**src/rtl/fft_stage_ctrl.sv**
```systemverilog
// FFT stage controller: configures the PE chain, admits frames with a
// bounded number in flight, and tracks completed output frames.
module fft_stage_ctrl #(
    parameter int MAX_SET      = 10,
    parameter int MAX_INFLIGHT = 2
) (
    input  logic                   clk,
    input  logic                   rst,
    input  logic                   cfg_valid,
    input  logic [3:0]             cfg_set,
    input  logic [2*MAX_SET-1:0]   cfg_scale,
    output logic                   cfg_ready,
    input  logic                   drain_req,
    input  logic                   s_valid,
    output logic                   s_ready,
    output logic                   pe_in_valid,
    input  logic                   pe_inter_ready,
    input  logic                   pe_out_valid,
    output logic [MAX_SET-1:0]     select,
    output logic [2*MAX_SET-1:0]   scaling,
    output logic                   frame_done,
    output logic                   busy,
    output logic                   err
);

    localparam int IW = $clog2(MAX_INFLIGHT + 1);
    localparam logic [3:0]         SET_HI  = 4'(MAX_SET);
    localparam logic [MAX_SET-1:0] CNT_ONE = MAX_SET'(1);
    localparam logic [IW-1:0]      INF_ONE = IW'(1);
    localparam logic [IW-1:0]      INF_MAX = IW'(MAX_INFLIGHT);

    typedef enum logic [1:0] {
        IDLE,
        RUN,
        DRAIN
    } state_t;

    state_t state, state_nxt;

    logic [3:0]         set_q;
    logic [MAX_SET-1:0] in_cnt;
    logic [MAX_SET-1:0] out_cnt;
    logic [MAX_SET-1:0] last;
    logic [MAX_SET:0]   span;
    logic [IW-1:0]      inflight;
    logic [MAX_SET-1:0] sel_cfg;

    logic accept;
    logic cfg_ok;
    logic admit_state;
    logic room;
    logic in_wrap;
    logic out_bad;
    logic out_hit;
    logic out_wrap;
    logic all_empty;

    // last sample index of a frame, 2^set - 1 (mod 2^MAX_SET)
    assign span = {{MAX_SET{1'b0}}, 1'b1} << set_q;
    assign last = span[MAX_SET-1:0] - CNT_ONE;

    assign cfg_ready = (state == IDLE);
    assign busy      = (state != IDLE);
    assign accept    = cfg_valid && cfg_ready;
    assign cfg_ok    = (cfg_set >= 4'd3) && (cfg_set <= SET_HI);

    always_comb begin
        sel_cfg = '0;
        for (int k = 0; k < MAX_SET; k++) begin
            sel_cfg[k] = (4'(MAX_SET - k) <= cfg_set);
        end
    end

    // in DRAIN only the partially admitted frame may continue
    assign admit_state = (state == RUN) ||
                         ((state == DRAIN) && (in_cnt != '0));
    assign room        = (in_cnt != '0) || (inflight < INF_MAX);
    assign s_ready     = admit_state && pe_inter_ready && room;
    assign pe_in_valid = s_valid && s_ready;

    assign in_wrap  = pe_in_valid && (in_cnt == last);
    assign out_bad  = pe_out_valid && (inflight == '0) && (out_cnt == '0);
    assign out_hit  = pe_out_valid && !out_bad;
    assign out_wrap = out_hit && (out_cnt == last);

    assign all_empty = (in_cnt == '0) && (out_cnt == '0) && (inflight == '0);

    always_ff @(posedge clk or posedge rst) begin
        if (rst) begin
            state <= IDLE;
        end else begin
            state <= state_nxt;
        end
    end

    always_comb begin
        state_nxt = state;
        unique case (state)
            IDLE:    if (accept && cfg_ok) state_nxt = RUN;
            RUN:     if (drain_req) state_nxt = DRAIN;
            DRAIN:   if (all_empty) state_nxt = IDLE;
            default: state_nxt = IDLE;
        endcase
    end

    always_ff @(posedge clk or posedge rst) begin
        if (rst) begin
            select     <= '0;
            scaling    <= '0;
            set_q      <= '0;
            in_cnt     <= '0;
            out_cnt    <= '0;
            inflight   <= '0;
            frame_done <= 1'b0;
            err        <= 1'b0;
        end else begin
            frame_done <= out_wrap;

            if (accept) begin
                if (cfg_ok) begin
                    select  <= sel_cfg;
                    scaling <= cfg_scale;
                    set_q   <= cfg_set;
                    err     <= 1'b0;
                end else begin
                    err <= 1'b1;
                end
            end
            if (out_bad) begin
                err <= 1'b1;
            end

            if (pe_in_valid) begin
                in_cnt <= in_wrap ? '0 : in_cnt + CNT_ONE;
            end
            if (out_hit) begin
                out_cnt <= out_wrap ? '0 : out_cnt + CNT_ONE;
            end

            // simultaneous admit and retire cancel out
            if (in_wrap && !out_wrap) begin
                inflight <= inflight + INF_ONE;
            end else if (out_wrap && !in_wrap && (inflight != '0)) begin
                inflight <= inflight - INF_ONE;
            end
        end
    end

endmodule
```
**config.mk**
```make
export PLATFORM = sky130hd
export DESIGN_NAME = fft_stage_ctrl
export DESIGN_NICKNAME = d
export VERILOG_FILES = /design/src/rtl/fft_stage_ctrl.sv
export SDC_FILE = /design/constraint.sdc
export NUM_CORES = 1
export LEC_CHECK = 0
export CORE_MARGIN = 3
export CORE_UTILIZATION = 39
export DETAILED_ROUTE_END_ITERATION = 6
export PLACE_DENSITY_LB_ADDON = 0.05
export SYNTH_ARGS = -nofsm -noshare
export SYNTH_HDL_FRONTEND = slang
export SYNTH_SLANG_ARGS = --single-unit
```
**constraint.sdc**
```tcl
create_clock -name clk -period 4.67 [get_ports clk]
set_input_delay 0.934 -clock clk [delete_from_list [all_inputs] [get_ports clk]]
set_output_delay 0.934 -clock clk [all_outputs]
set_load 0.01 [all_outputs]
```
m1.png
(4 px per micron)
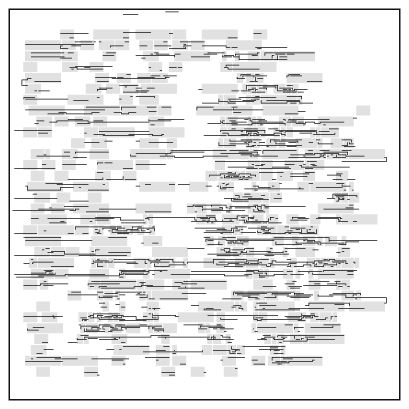
The layer holds 44% of the routed length. The longest straight run is 22.1 microns. The layer carries 3250 microns of wire. The wires run mostly horizontal.

m2.png
(4 px per micron)
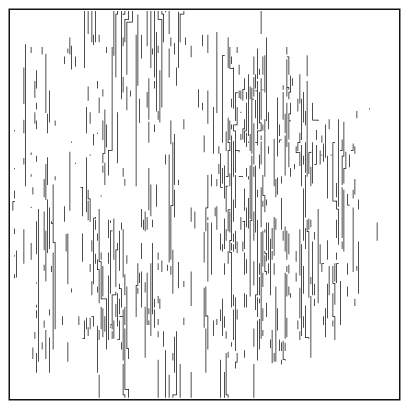
The longest straight run is 38.1 microns. The wires run mostly vertical. The layer carries 3480 microns of wire.

m3.png
(3 px per micron)
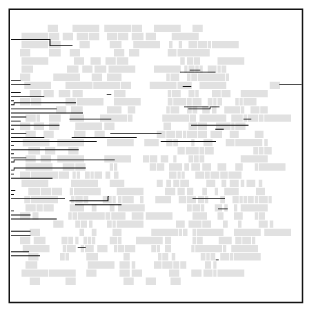
The longest straight run is 33.4 microns. The layer holds 7.2% of the routed length. 45 nets have wire on it. The wires run mostly horizontal. The layer carries 531 microns of wire.

==> Implementation_results.wiki <==
== Run summary ==
{| class="wikitable"
! Metric !! Value
|-
| Post-Route Setup TNS || 0 ns
|-
| Worst slew pin tran || 1.02 ns
|-
| Tot GR Track Use || roughly 16%
|-
| Critical Path Most Common Cell || sky130_fd_sc_hd__or4_4
|-
| Result of the run || completed
|-
| Core utilization at floorplan || 41.1%
|-
| Ranking of synthesized cells by instance count || sky130_fd_sc_hd__dfrtp_1 (60), sky130_fd_sc_hd__nor2_1 (34), sky130_fd_sc_hd__nand2_1 (29)
|-
| Cell with the most instances after synthesis || sky130_fd_sc_hd__dfrtp_1
|-
| Clock tree from TritonCTS || built
|-
| Port bufs || 66
|-
| Simple-gate area share of the yosys netlist || 19.9%
|-
| Total chip power || about 2.4 mW
|-
| Iter 0 DRT Violations || between 100 and 150
|-
| Power density cells || about 590 nW/um^2
|-
| Post-cts hold-fix buffer tally || 0
|-
| Required time reported for the critical path endpoint || roughly 4.9 ns
|-
| Worst-case hold path end point || select[8]$_DFFE_PP0P_
|-
| Total detailed-routing wirelength || roughly 7.4 mm
|-
| I/O Pins || between 60 and 70
|-
| Final tally of max-slew violations || 0
|-
| Wire length of the first global-routing pass || roughly 13 mm
|-
| Largest net degree at the start of global routing || approximately 50
|-
| CP cell instances || nor2_1 > nand3b_1 > ha_1 > xnor2_1 > a221o_1 > or4_4 > or4_4 > or4b_1 > a22oi_1
|-
| Clock transition at the register clock pins on the worst setup and hold paths after CTS || around 0.070 ns
|-
| Class of the tightest hold or removal check || flop to flop
|-
| Number of post-CTS setup repair buffers || 0
|-
| Startpoint of the worst register-to-register path || set_q[2]$_DFFE_PP0P_
|-
| Number of endpoints with negative hold slack in the final report || 0
|-
| Distinct cells, synth || around 52
|-
| Maximum VDD drop || 251 uV
|-
| Leak || roughly 1.7 nW
|-
| Minimum setup slack after placement || between 1 and 1.5 ns
|-
| Mapped Nets || roughly 370
|-
| Floorplan die height || 97.2 microns
|-
| CP arrival || 3.92 ns
|-
| Multiplexer share of the synthesized area || under 10%
|-
| Top cells by area, synth || sky130_fd_sc_hd__dfrtp_1 (46%), sky130_fd_sc_hd__mux2_2 (7.6%), sky130_fd_sc_hd__xor2_1 (4.6%), sky130_fd_sc_hd__xnor2_1 (4.3%), sky130_fd_sc_hd__nor2_1 (3.9%)
|-
| Number of synthesized flops with an enable pin || 0
|-
| Diodes inserted || 0
|-
| Antenna Violating Nets Remaining || 0
|-
| Achievable frequency || between 0.2 and 0.3 GHz
|-
| Post-detailed-route wirelength per cell || 14.9 microns
|-
| Initial antenna violation count || 0
|-
| Ys Warns || 0
|-
| Die Outline Area || 9450 sq um
|-
| Root buffer cell || sky130_fd_sc_hd__clkbuf_8
|-
| Portion of the clock cycle consumed by the worst path in the final layout || 78.3%
|-
| Cell at the slowest stage of the critical path || sky130_fd_sc_hd__dfrtp_1
|-
| Number of cells on the worst hold path || 1
|-
| RSZ-0062 raised after global routing || false
|-
| GR met1 Demand/Resource || 20.6%
|-
| Top delay family on crit path || simple AND/OR/NAND/NOR gates
|-
| Highest metal layer used by the detailed router || met4
|-
| Library cell occupying the most area in the post-synthesis netlist || sky130_fd_sc_hd__dfrtp_1
|-
| Total number of nets in the final design || 425
|-
| Area of the mapped netlist || between 3000 and 4000 sq um
|-
| Kind of launch point of the worst setup path || flop
|-
| Placeable Area || 7890 sq um
|-
| Count of state elements after synthesis || about 60
|-
| Endpoint of the worst register-to-register path || inflight[0]$_DFFE_PP0P_
|-
| Kind of capture point of the worst setup path || flop
|-
| FFs w/ async S/R, synth || 100%
|-
| Worst Slack Setup Final || between 1 and 1.5 ns
|-
| Largest register FFs || 20
|-
| Count of cell instances traversed by the critical path || 9
|-
| R2R cell count || 9
|-
| Detailed route wirelength on metal3 || between 500 and 600 microns
|-
| Adder and majority cell fraction of the synthesized area || around 1.9%
|-
| Total cell area at the placement stage || between 3000 and 4000 sq um
|-
| Via density per instance || between 5 and 6
|-
| Number of gates resized after cts || 0
|-
| Register ranked first by flip-flop count || scaling
|-
| Sequential element share of the synthesized area || a little under half
|-
| Syn-to-layout area delta || 28.2%
|-
| Instance count of the mapped netlist || 330
|-
| TritonCTS Buffers || 9
|-
| Wire length on met2 || between 3 and 4 mm
|-
| Cell Rows || 32
|-
| Type of the worst setup path || flop to flop
|-
| Worst path max stage delay || ~0.54 ns
|-
| Largest family of logic cells by area || simple AND/OR/NAND/NOR gates
|-
| CTS Buffer Depth || 2
|-
| Share of post-route cells with drive strength above 1 || 12.7%
|-
| Metal-1 WL || around 3.3 mm
|-
| Via count of the first global-routing pass || between 2000 and 3000
|-
| Top fanout value on the critical path || 14
|-
| Final tally of setup violations || 0
|-
| Total tool warning count || 28
|-
| And-or/or-and share of the synthesized area || 10.7%
|-
| Clock latency on the worst-skew pair || approximately 0.34 ns
|-
| Setup slack, reg-to-reg || slightly above 1 ns
|-
| Skew final || slightly below 0.009 ns
|-
| Sinks on Clock Net || roughly 60
|}
m4.png
(3 px per micron)
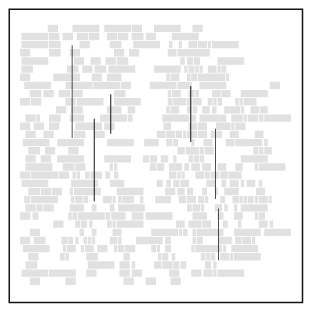
The layer carries 129 microns of wire. The wires run mostly vertical. The longest straight run is 30.6 microns.

congestion_map.png
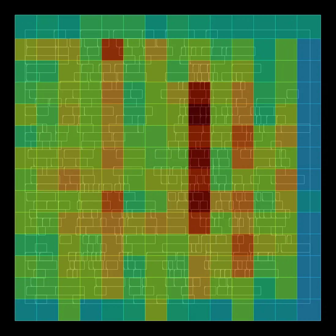
met2 routing resource usage after global routing: 25.3%
met3 capacity usage during global routing: 6.46%
core occupancy in the finished layout: 52.8%
grt peak-use layer: met2

layout by cell type, fill, tap and decap left out, types with 2 or more instances in the layout:
cell type	netlist	layout
sky130_fd_sc_hd__a31oi_1	2	2
sky130_fd_sc_hd__nand4_1	8	8
sky130_fd_sc_hd__nor2b_1	2	2
sky130_fd_sc_hd__nor4b_2	2	2
sky130_fd_sc_hd__nor4_1	5	4
sky130_fd_sc_hd__o22ai_1	2	2
sky130_fd_sc_hd__nor3_1	8	8
sky130_fd_sc_hd__dfrtp_1	60	60
sky130_fd_sc_hd__clkdlybuf4s50_1	0	66
sky130_fd_sc_hd__nor4b_1	2	2
sky130_fd_sc_hd__nor2_1	34	34
sky130_fd_sc_hd__nor4_2	1	2
sky130_fd_sc_hd__or3_1	3	3
sky130_fd_sc_hd__or4b_1	2	2
sky130_fd_sc_hd__a21oi_1	12	12
sky130_fd_sc_hd__nand2b_1	6	6
sky130_fd_sc_hd__buf_4	1	3
sky130_fd_sc_hd__xnor2_1	16	16
sky130_fd_sc_hd__a211oi_1	4	4
sky130_fd_sc_hd__and4_1	2	2
sky130_fd_sc_hd__o21a_1	2	2
sky130_fd_sc_hd__mux2_2	22	22
sky130_fd_sc_hd__nand3_1	9	9
sky130_fd_sc_hd__nand2_1	29	29
sky130_fd_sc_hd__and3_1	4	4
sky130_fd_sc_hd__ha_1	5	5
sky130_fd_sc_hd__o2111ai_1	2	2
sky130_fd_sc_hd__or4_4	2	2
sky130_fd_sc_hd__clkinv_2	0	2
sky130_fd_sc_hd__a22oi_1	2	2
sky130_fd_sc_hd__a21o_1	3	3
sky130_fd_sc_hd__xor2_1	17	17
sky130_fd_sc_hd__clkbuf_8	1	11
sky130_fd_sc_hd__inv_1	13	12
sky130_fd_sc_hd__o21ai_0	12	12
worst max-delay path by stage:
stage / slack (ns) / startpoint / end
after CTS: 1.0 / set_q[2]$_DFFE_PP0P_ / inflight[1]$_DFFE_PP0P_
after floorplan: 1.30 / set_q[0]$_DFFE_PP0P_ / inflight[0]$_DFFE_PP0P_
after global routing: 0.70 / set_q[2]$_DFFE_PP0P_ / inflight[0]$_DFFE_PP0P_
after global placement: 1.06 / pe_out_valid / inflight[0]$_DFFE_PP0P_
after detailed placement: 1.03 / pe_out_valid / inflight[0]$_DFFE_PP0P_
final: 1.01 / set_q[2]$_DFFE_PP0P_ / inflight[0]$_DFFE_PP0P_
stage by stage:
step	cells	util [%]	hold WS (ns)
6_report	496	52.8	0.477
5_1_grt	496	52.8	0.494
4_1_cts	496	52.8	0.478
3_5_place_dp	480	50.2	0.455
3_3_place_gp	480	50.2	0.449
2_1_floorplan	330	-	0.485
report_power, final:
| group | total [mW] | switching [mW] | internal, mW |
|---|---|---|---|
| clock | 0.483 | 0.209 | 0.274 |
| combinational | 1.04 | 0.467 | 0.571 |
| sequential | 0.919 | 0.220 | 0.698 |
| total | 2.44 | 0.896 | 1.54 |
layout make-up:
type	count	area, sq um
fillers	706	3730
multi-input cells	236	1600
flip-flops and latches	60	1500
repair buffers	69	683
clock buffers	12	155
well taps	102	128
inverters	13	48.8
clock inverters	4	47.5
Power is estimated from default activity; no workload was simulated.
